`config.mk`:
```
export PLATFORM = sky130hd
export DESIGN_NAME = output_slice_scheduler
export DESIGN_NICKNAME = d
export VERILOG_FILES = /design/src/rtl/output_slice_scheduler.sv
export SDC_FILE = /design/constraint.sdc
export NUM_CORES = 1
export LEC_CHECK = 0
export ABC_AREA = 1
export CAP_MARGIN = 20
export CORE_AREA = 2 2 214 216
export CTS_BUF_LIST = sky130_fd_sc_hd__clkbuf_4 sky130_fd_sc_hd__clkbuf_8
export CTS_CLUSTER_SIZE = 10
export DETAILED_ROUTE_END_ITERATION = 10
export DIE_AREA = 0 0 216 218
export SYNTH_ARGS = -nofsm -noshare
export SYNTH_HDL_FRONTEND = slang
export SYNTH_SLANG_ARGS = --single-unit
```
`constraint.sdc`:
```
create_clock -name clk -period 3.75 [get_ports clk]
set_input_delay 0.75 -clock clk [delete_from_list [all_inputs] [get_ports clk]]
set_output_delay 0.75 -clock clk [all_outputs]
set_load 0.01 [all_outputs]
```
`src/rtl/output_slice_scheduler.sv`:
```
// Merges NUM_SLICES per-slice output-buffer beat streams into one picture-order
// beat stream with frame/line markers, behind a single registered output stage.
module output_slice_scheduler #(
   parameter int unsigned MAX_SLICE_WIDTH  = 2560,
   parameter int unsigned NUM_SLICES       = 2,
   parameter int unsigned MAX_FRAME_HEIGHT = 4096
) (
   input  logic                                clk,
   input  logic                                rst_n,
   input  logic                                sof,
   input  logic [$clog2(MAX_SLICE_WIDTH)-1:0]  slice_width,
   input  logic [$clog2(MAX_FRAME_HEIGHT):0]   frame_height,
   input  logic [NUM_SLICES-1:0]               in_valid,
   input  logic [NUM_SLICES*168-1:0]           in_data_p,
   output logic [NUM_SLICES-1:0]               in_ready,
   output logic                                out_valid,
   input  logic                                out_ready,
   output logic [167:0]                        out_data_p,
   output logic                                out_sof,
   output logic                                out_eof,
   output logic                                out_sol,
   output logic                                out_eol,
   output logic                                busy,
   output logic                                cfg_err
);

   localparam int unsigned BEAT_W = 168;
   localparam int unsigned SW_W   = $clog2(MAX_SLICE_WIDTH);
   localparam int unsigned BW     = SW_W - 2;
   localparam int unsigned FH_W   = $clog2(MAX_FRAME_HEIGHT) + 1;
   localparam int unsigned IW     = $clog2(NUM_SLICES);

   localparam logic [IW-1:0] LAST_SLICE = IW'(NUM_SLICES - 1);

   localparam logic [1:0] ST_IDLE  = 2'd0;
   localparam logic [1:0] ST_XFER  = 2'd1;
   localparam logic [1:0] ST_DRAIN = 2'd2;

   logic [1:0]        state;
   logic [1:0]        state_nxt;
   logic [BW-1:0]     b_reg;
   logic [FH_W-1:0]   fh_reg;
   logic [BW-1:0]     beat_cnt;
   logic [IW-1:0]     slice_idx;
   logic [FH_W-1:0]   line_cnt;

   logic              cfg_ok_c;
   logic              load_en_c;
   logic              xfer_window_c;
   logic              xfer_c;
   logic              sel_valid_c;
   logic [BEAT_W-1:0] sel_data_c;
   logic [BW-1:0]     b_last_c;
   logic [FH_W-1:0]   fh_last_c;
   logic              last_beat_c;
   logic              last_slice_c;
   logic              last_line_c;
   logic              frame_end_c;
   logic              sol_c;
   logic              eol_c;

   // A zero-beat slice, a non-multiple-of-4 width or an empty picture is rejected.
   assign cfg_ok_c = (slice_width[1:0] == 2'b00) &&
                     (slice_width[SW_W-1:2] != '0) &&
                     (frame_height != '0);

   assign load_en_c     = ~out_valid | out_ready;
   assign xfer_window_c = (state == ST_XFER) && load_en_c && !sof;
   assign xfer_c        = xfer_window_c && sel_valid_c;

   assign b_last_c     = b_reg - BW'(1);
   assign fh_last_c    = fh_reg - FH_W'(1);
   assign last_beat_c  = (beat_cnt == b_last_c);
   assign last_slice_c = (slice_idx == LAST_SLICE);
   assign last_line_c  = (line_cnt == fh_last_c);
   assign frame_end_c  = xfer_c && last_beat_c && last_slice_c && last_line_c;

   assign sol_c = (beat_cnt == '0) && (slice_idx == '0);
   assign eol_c = last_beat_c && last_slice_c;

   // Current-slice source select
   always_comb begin
      sel_valid_c = 1'b0;
      sel_data_c  = '0;
      for (int i = 0; i < NUM_SLICES; i++) begin
         if (slice_idx == IW'(i)) begin
            sel_valid_c = in_valid[i];
            sel_data_c  = in_data_p[i*BEAT_W +: BEAT_W];
         end
      end
   end

   always_comb begin
      in_ready = '0;
      for (int i = 0; i < NUM_SLICES; i++) begin
         in_ready[i] = xfer_window_c && (slice_idx == IW'(i));
      end
   end

   always_ff @(posedge clk or negedge rst_n) begin
      if (!rst_n) begin
         state <= ST_IDLE;
      end else begin
         state <= state_nxt;
      end
   end

   // sof from any state restarts (or rejects) the frame
   always_comb begin
      state_nxt = state;
      if (sof) begin
         state_nxt = cfg_ok_c ? ST_XFER : ST_IDLE;
      end else begin
         case (state)
            ST_XFER:  if (frame_end_c) state_nxt = ST_DRAIN;
            ST_DRAIN: if (out_valid && out_ready) state_nxt = ST_IDLE;
            default:  state_nxt = state;
         endcase
      end
   end

   always_ff @(posedge clk or negedge rst_n) begin
      if (!rst_n) begin
         b_reg     <= '0;
         fh_reg    <= '0;
         beat_cnt  <= '0;
         slice_idx <= '0;
         line_cnt  <= '0;
      end else if (sof) begin
         beat_cnt  <= '0;
         slice_idx <= '0;
         line_cnt  <= '0;
         if (cfg_ok_c) begin
            b_reg  <= slice_width[SW_W-1:2];
            fh_reg <= frame_height;
         end
      end else if (xfer_c) begin
         if (last_beat_c) begin
            beat_cnt <= '0;
            if (last_slice_c) begin
               slice_idx <= '0;
               line_cnt  <= line_cnt + FH_W'(1);
            end else begin
               slice_idx <= slice_idx + IW'(1);
            end
         end else begin
            beat_cnt <= beat_cnt + BW'(1);
         end
      end
   end

   // Output stage: holds while stalled, empties when nothing is transferred
   always_ff @(posedge clk or negedge rst_n) begin
      if (!rst_n) begin
         out_valid  <= 1'b0;
         out_data_p <= '0;
         out_sof    <= 1'b0;
         out_eof    <= 1'b0;
         out_sol    <= 1'b0;
         out_eol    <= 1'b0;
      end else if (sof) begin
         out_valid <= 1'b0;
      end else if (load_en_c) begin
         out_valid <= xfer_c;
         if (xfer_c) begin
            out_data_p <= sel_data_c;
            out_sol    <= sol_c;
            out_eol    <= eol_c;
            out_sof    <= sol_c && (line_cnt == '0);
            out_eof    <= eol_c && last_line_c;
         end
      end
   end

   always_ff @(posedge clk or negedge rst_n) begin
      if (!rst_n) begin
         busy    <= 1'b0;
         cfg_err <= 1'b0;
      end else begin
         busy    <= (state_nxt != ST_IDLE);
         cfg_err <= sof && !cfg_ok_c;
      end
   end

endmodule

```
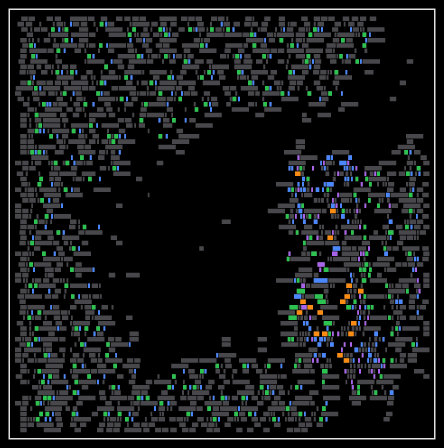
Figure 1: run 1, selected gate families.
family	colour	cells
aoi and oai cells	green	232
inv cells	purple	64
nor cells	blue	249
xor and xnor cells	orange	17
most instantiated logic cell after routing: clkdlybuf4s50_1
Final Instance Count excl. Fillers: 2581

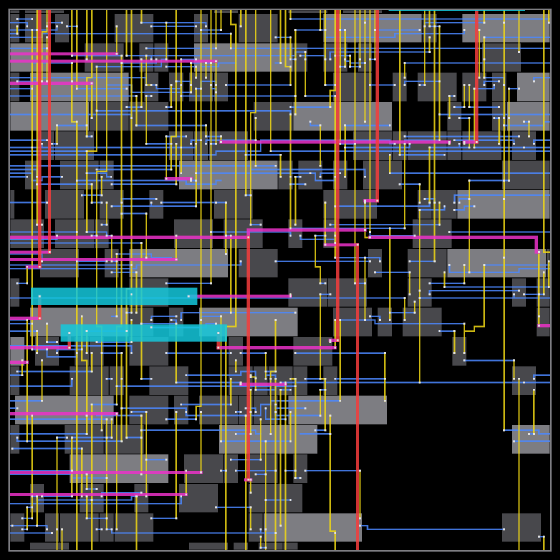
Figure 2: run 1, close-up of the layout.
Region (29, 138) to (79, 188) um. Cells in grey, sequential cells in the stronger grey; small squares are vias.
layer	colour
M2	yellow
M3	magenta
M5	cyan
M1	blue
M4	red
sequential cells in the window	17
most frequent	clkdlybuf4s50_1 (44), nand2_1 (34), a31oi_1 (18)
netlist names of flops here include	out_data_p (17)
cells with their middle in the window	134

==> results_dict.tcl, run 1 <==
# flow metrics
set metrics [dict create \
    ant_nets 0 \
    simple_gate_share 0.2895 \
    drive_above_1_share 0.07269 \
    status "complete, no violations" \
    rows 78 \
    route.detailed.wl_per_inst_um 17.51 \
    internal_power_mw 7.620 \
    met3_usage 0.05272 \
    comb.multi_input.count 1051 \
    crit_path_start_kind "register" \
    power_mw 11.56 \
    cp-startpoint "state[1]$_DFF_PN0_" \
    worst_slew_pin_slew_ns 0.9722 \
    syn_inst 1419 \
    ys_sh_adder 0.008999 \
    clockBufferDepth 3 \
    dp.cells 2502 \
    cp.buffers_inverters 3 \
    xor_area_frac 0.01339 \
    ys_chip_area_sq_um 11120 \
    fin_ws_ns 0.6371 \
    max_freq_mhz 321.2 \
    tap_cells 600 \
    log.warning_count 31 \
    async_reset_ff_frac 1.000 \
    timing.critical_path.depth 7 \
    fin_util 0.4042 \
    ys_seq_frac 0.5039 \
    top_cell "nand2_1" \
    grtUsageMet1 0.2132 \
    drt-met1-wl_um 17700 \
    pg_clk_mw 2.69 \
    antenna_cells 0 \
    setup-violations-final 0 \
    synth_warnings 0 \
    route.met2.wl_um 22740 \
    path_clk_slew_ns 0.06 \
    mi_logic_area_sq_um 4925 \
    cts_setup_buffers 0 \
    ios 544 \
    synthTopCellsByArea "dfrtp_1 50%, nand2_1 16%, a31oi_1 9.6%" \
    power_leader "combinational logic" \
    finalClockPeriodUsage 0.8301 \
    routed_wl_um 45190 \
    compound_area_frac 0.1306 \
    viasPerCell 4.530 \
    grt_max_degree 160 \
    grt.overflow.total 0 \
    cts_tree "yes" \
    path_max_fanout 3 \
    p_clk_frac 0.233 \
    signal_buffers 563 \
    drc_errors 0 \
    cts_sinks 224 \
    cpLargestDelayFamily "buffers and inverters" \
    largest_reg_flops 168 \
    cp-endpoint "in_ready[1]" \
    io_buffers 543 \
    drt_iter0_drc 549 \
    power.leakage_nw 7.624 \
    slew_headroom 0.3519 \
    top_cells_by_count "482 x nand2_1, 224 x dfrtp_1, 215 x nor2_1" \
    met2_usage 0.3277 \
    r2r_slack_ns 1.31 \
    swShare 0.3411 \
    comb_power_share 0.422 \
    ctsHoldBuffers 0 \
    power_frac_seq 0.345 \
    ys_types 39 \
    logic_family "simple AND/OR/NAND/NOR gates" \
    grt_pass1_vias 11530 \
    path_class "register to output port" \
    maxCapViolCount 0 \
    path_cells "inv_1 -> ha_1 -> nand2_1 -> nor2_1 -> inv_1 -> nor2_1 -> clkdlybuf4s50_1" \
    gp_congestion 0.8598 \
    grt_busiest_layer "met2" \
    clk_share 0.05295 \
    fp_util 0.2478 \
    area_dominant_class "buffers" \
    insertion_delay_ns 0.60 \
    fin_tns_setup_ns 0 \
    inverters_excl_clock 64 \
    firstDrtPassIters 5 \
    nFillCells 4615 \
    sh_seq_area 0.3091 \
    antenna_found_initial 4 \
    min_path_type "input pin to asynchronous set/reset pin" \
    hpwl_um 34450 \
    vias 11690 \
    syn-cell-area_sq_um 11120 \
]
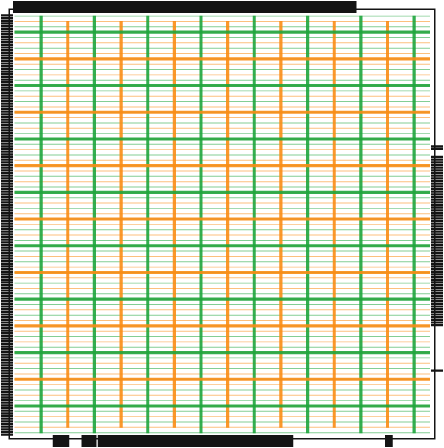
Figure 3: run 1, supply network.
Pins as bars on the die edge.
net	colour
VDD	orange
VSS	green
met1 rails	79
rows	78
met5 straps	15
Peak VDD IR: 361.4 uV
height of the die: 218 um

Figure 4. Where the registers sit (run 1).
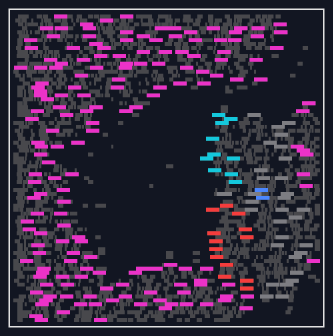

==> run 2, diff against run 1 <==
clock period = 3 ns   (was 3.75 ns; I/O delays follow)
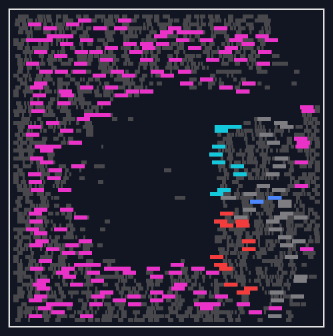
Figure 5: run 2, where the registers sit.
name in the netlist	colour	sequential cells
state	blue	2
out_data_p	magenta	168
beat_cnt	cyan	10
line_cnt	red	13
not coloured	31

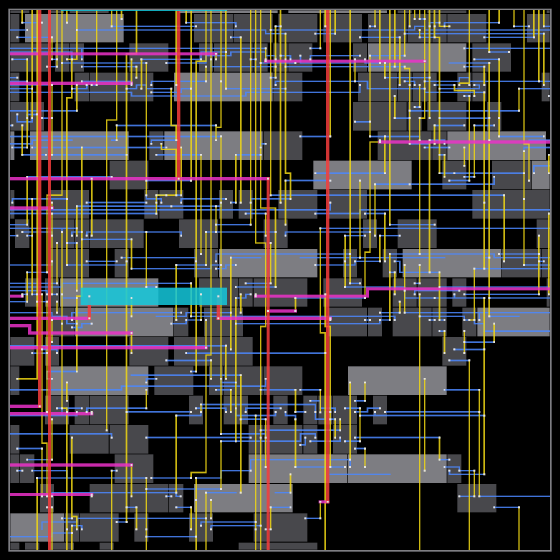
Figure 6: run 2, close-up of the layout.
Region (29, 138) to (79, 188) um. Cells in grey, sequential cells in the stronger grey; small squares are vias.
layer	colour
M4	red
M3	magenta
M2	yellow
M5	cyan
M1	blue
most frequent	clkdlybuf4s50_1 (44), nand2_1 (33), nor2_1 (19)
netlist names of flops here include	out_data_p (18)
cells with their middle in the window	140
sequential cells in the window	18

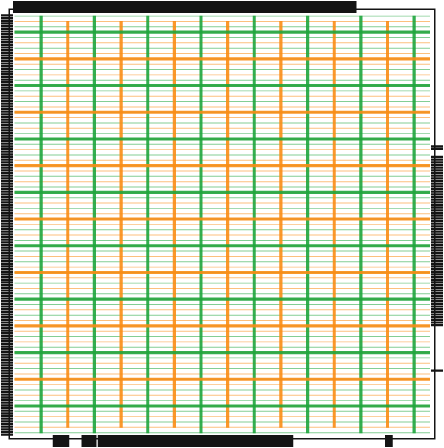
Figure 7: run 2, supply network.
Pins as bars on the die edge.
net	colour
VSS	green
VDD	orange
met4 straps	15
rows	78
met1 rails	79
area of the core: 44890 sq um
Peak VDD IR: 352.4 uV

==> results_dict.tcl, run 2 <==
# flow metrics
set metrics [dict create \
    grtUsageMet1 0.2177 \
    antenna_found_initial 3 \
    cp-endpoint "in_ready[0]" \
    ys_sh_adder 0.008999 \
    fp_util 0.2478 \
    cpLargestDelayFamily "buffers and inverters" \
    ys_chip_area_sq_um 11120 \
    gp_congestion 0.8608 \
    grt.overflow.total 0 \
    cp-startpoint "state[1]$_DFF_PN0_" \
    fin_tns_setup_ns 0 \
    drive_above_1_share 0.07549 \
    synth_warnings 0 \
    syn-cell-area_sq_um 11120 \
    synthTopCellsByArea "dfrtp_1 50%, nand2_1 16%, a31oi_1 9.6%" \
    grt_pass1_vias 11900 \
    ys_types 39 \
    antenna_cells 0 \
    power_frac_seq 0.348 \
    signal_buffers 574 \
    dp.cells 2513 \
    internal_power_mw 9.446 \
    fin_util 0.4061 \
    insertion_delay_ns 0.59 \
    stdcell_count 2587 \
    met3_usage 0.05202 \
    slew_headroom 0.2825 \
    cts_sinks 224 \
    p_clk_frac 0.223 \
    met2_usage 0.3372 \
    ios 544 \
    fin_ws_ns 0.2012 \
    inverters_excl_clock 64 \
    drt-met1-wl_um 17790 \
    comb.multi_input.count 1051 \
    maxCapViolCount 0 \
    min_path_type "input pin to asynchronous set/reset pin" \
    rows 78 \
    tap_cells 600 \
    power.leakage_nw 7.665 \
    vias 11770 \
    syn_inst 1419 \
    cp.buffers_inverters 3 \
    max_freq_mhz 357.3 \
    xor_area_frac 0.01339 \
    area_dominant_class "buffers" \
    power_leader "combinational logic" \
    path_clk_slew_ns 0.06 \
    setup-violations-final 0 \
    async_reset_ff_frac 1.000 \
    io_buffers 543 \
    simple_gate_share 0.2895 \
    pg_clk_mw 3.21 \
    route.met2.wl_um 23310 \
    hpwl_um 34280 \
    route.detailed.wl_per_inst_um 17.47 \
    status "complete, no violations" \
    routed_wl_um 45180 \
    worst_slew_pin_slew_ns 1.076 \
    crit_path_start_kind "register" \
    nFillCells 4616 \
    cts_setup_buffers 0 \
    compound_area_frac 0.1306 \
    cts_tree "yes" \
    path_class "register to output port" \
    drt_iter0_drc 649 \
    r2r_slack_ns 0.73 \
    top_cells_by_count "482 x nand2_1, 224 x dfrtp_1, 215 x nor2_1" \
    largest_reg_flops 168 \
    finalClockPeriodUsage 0.9329 \
]
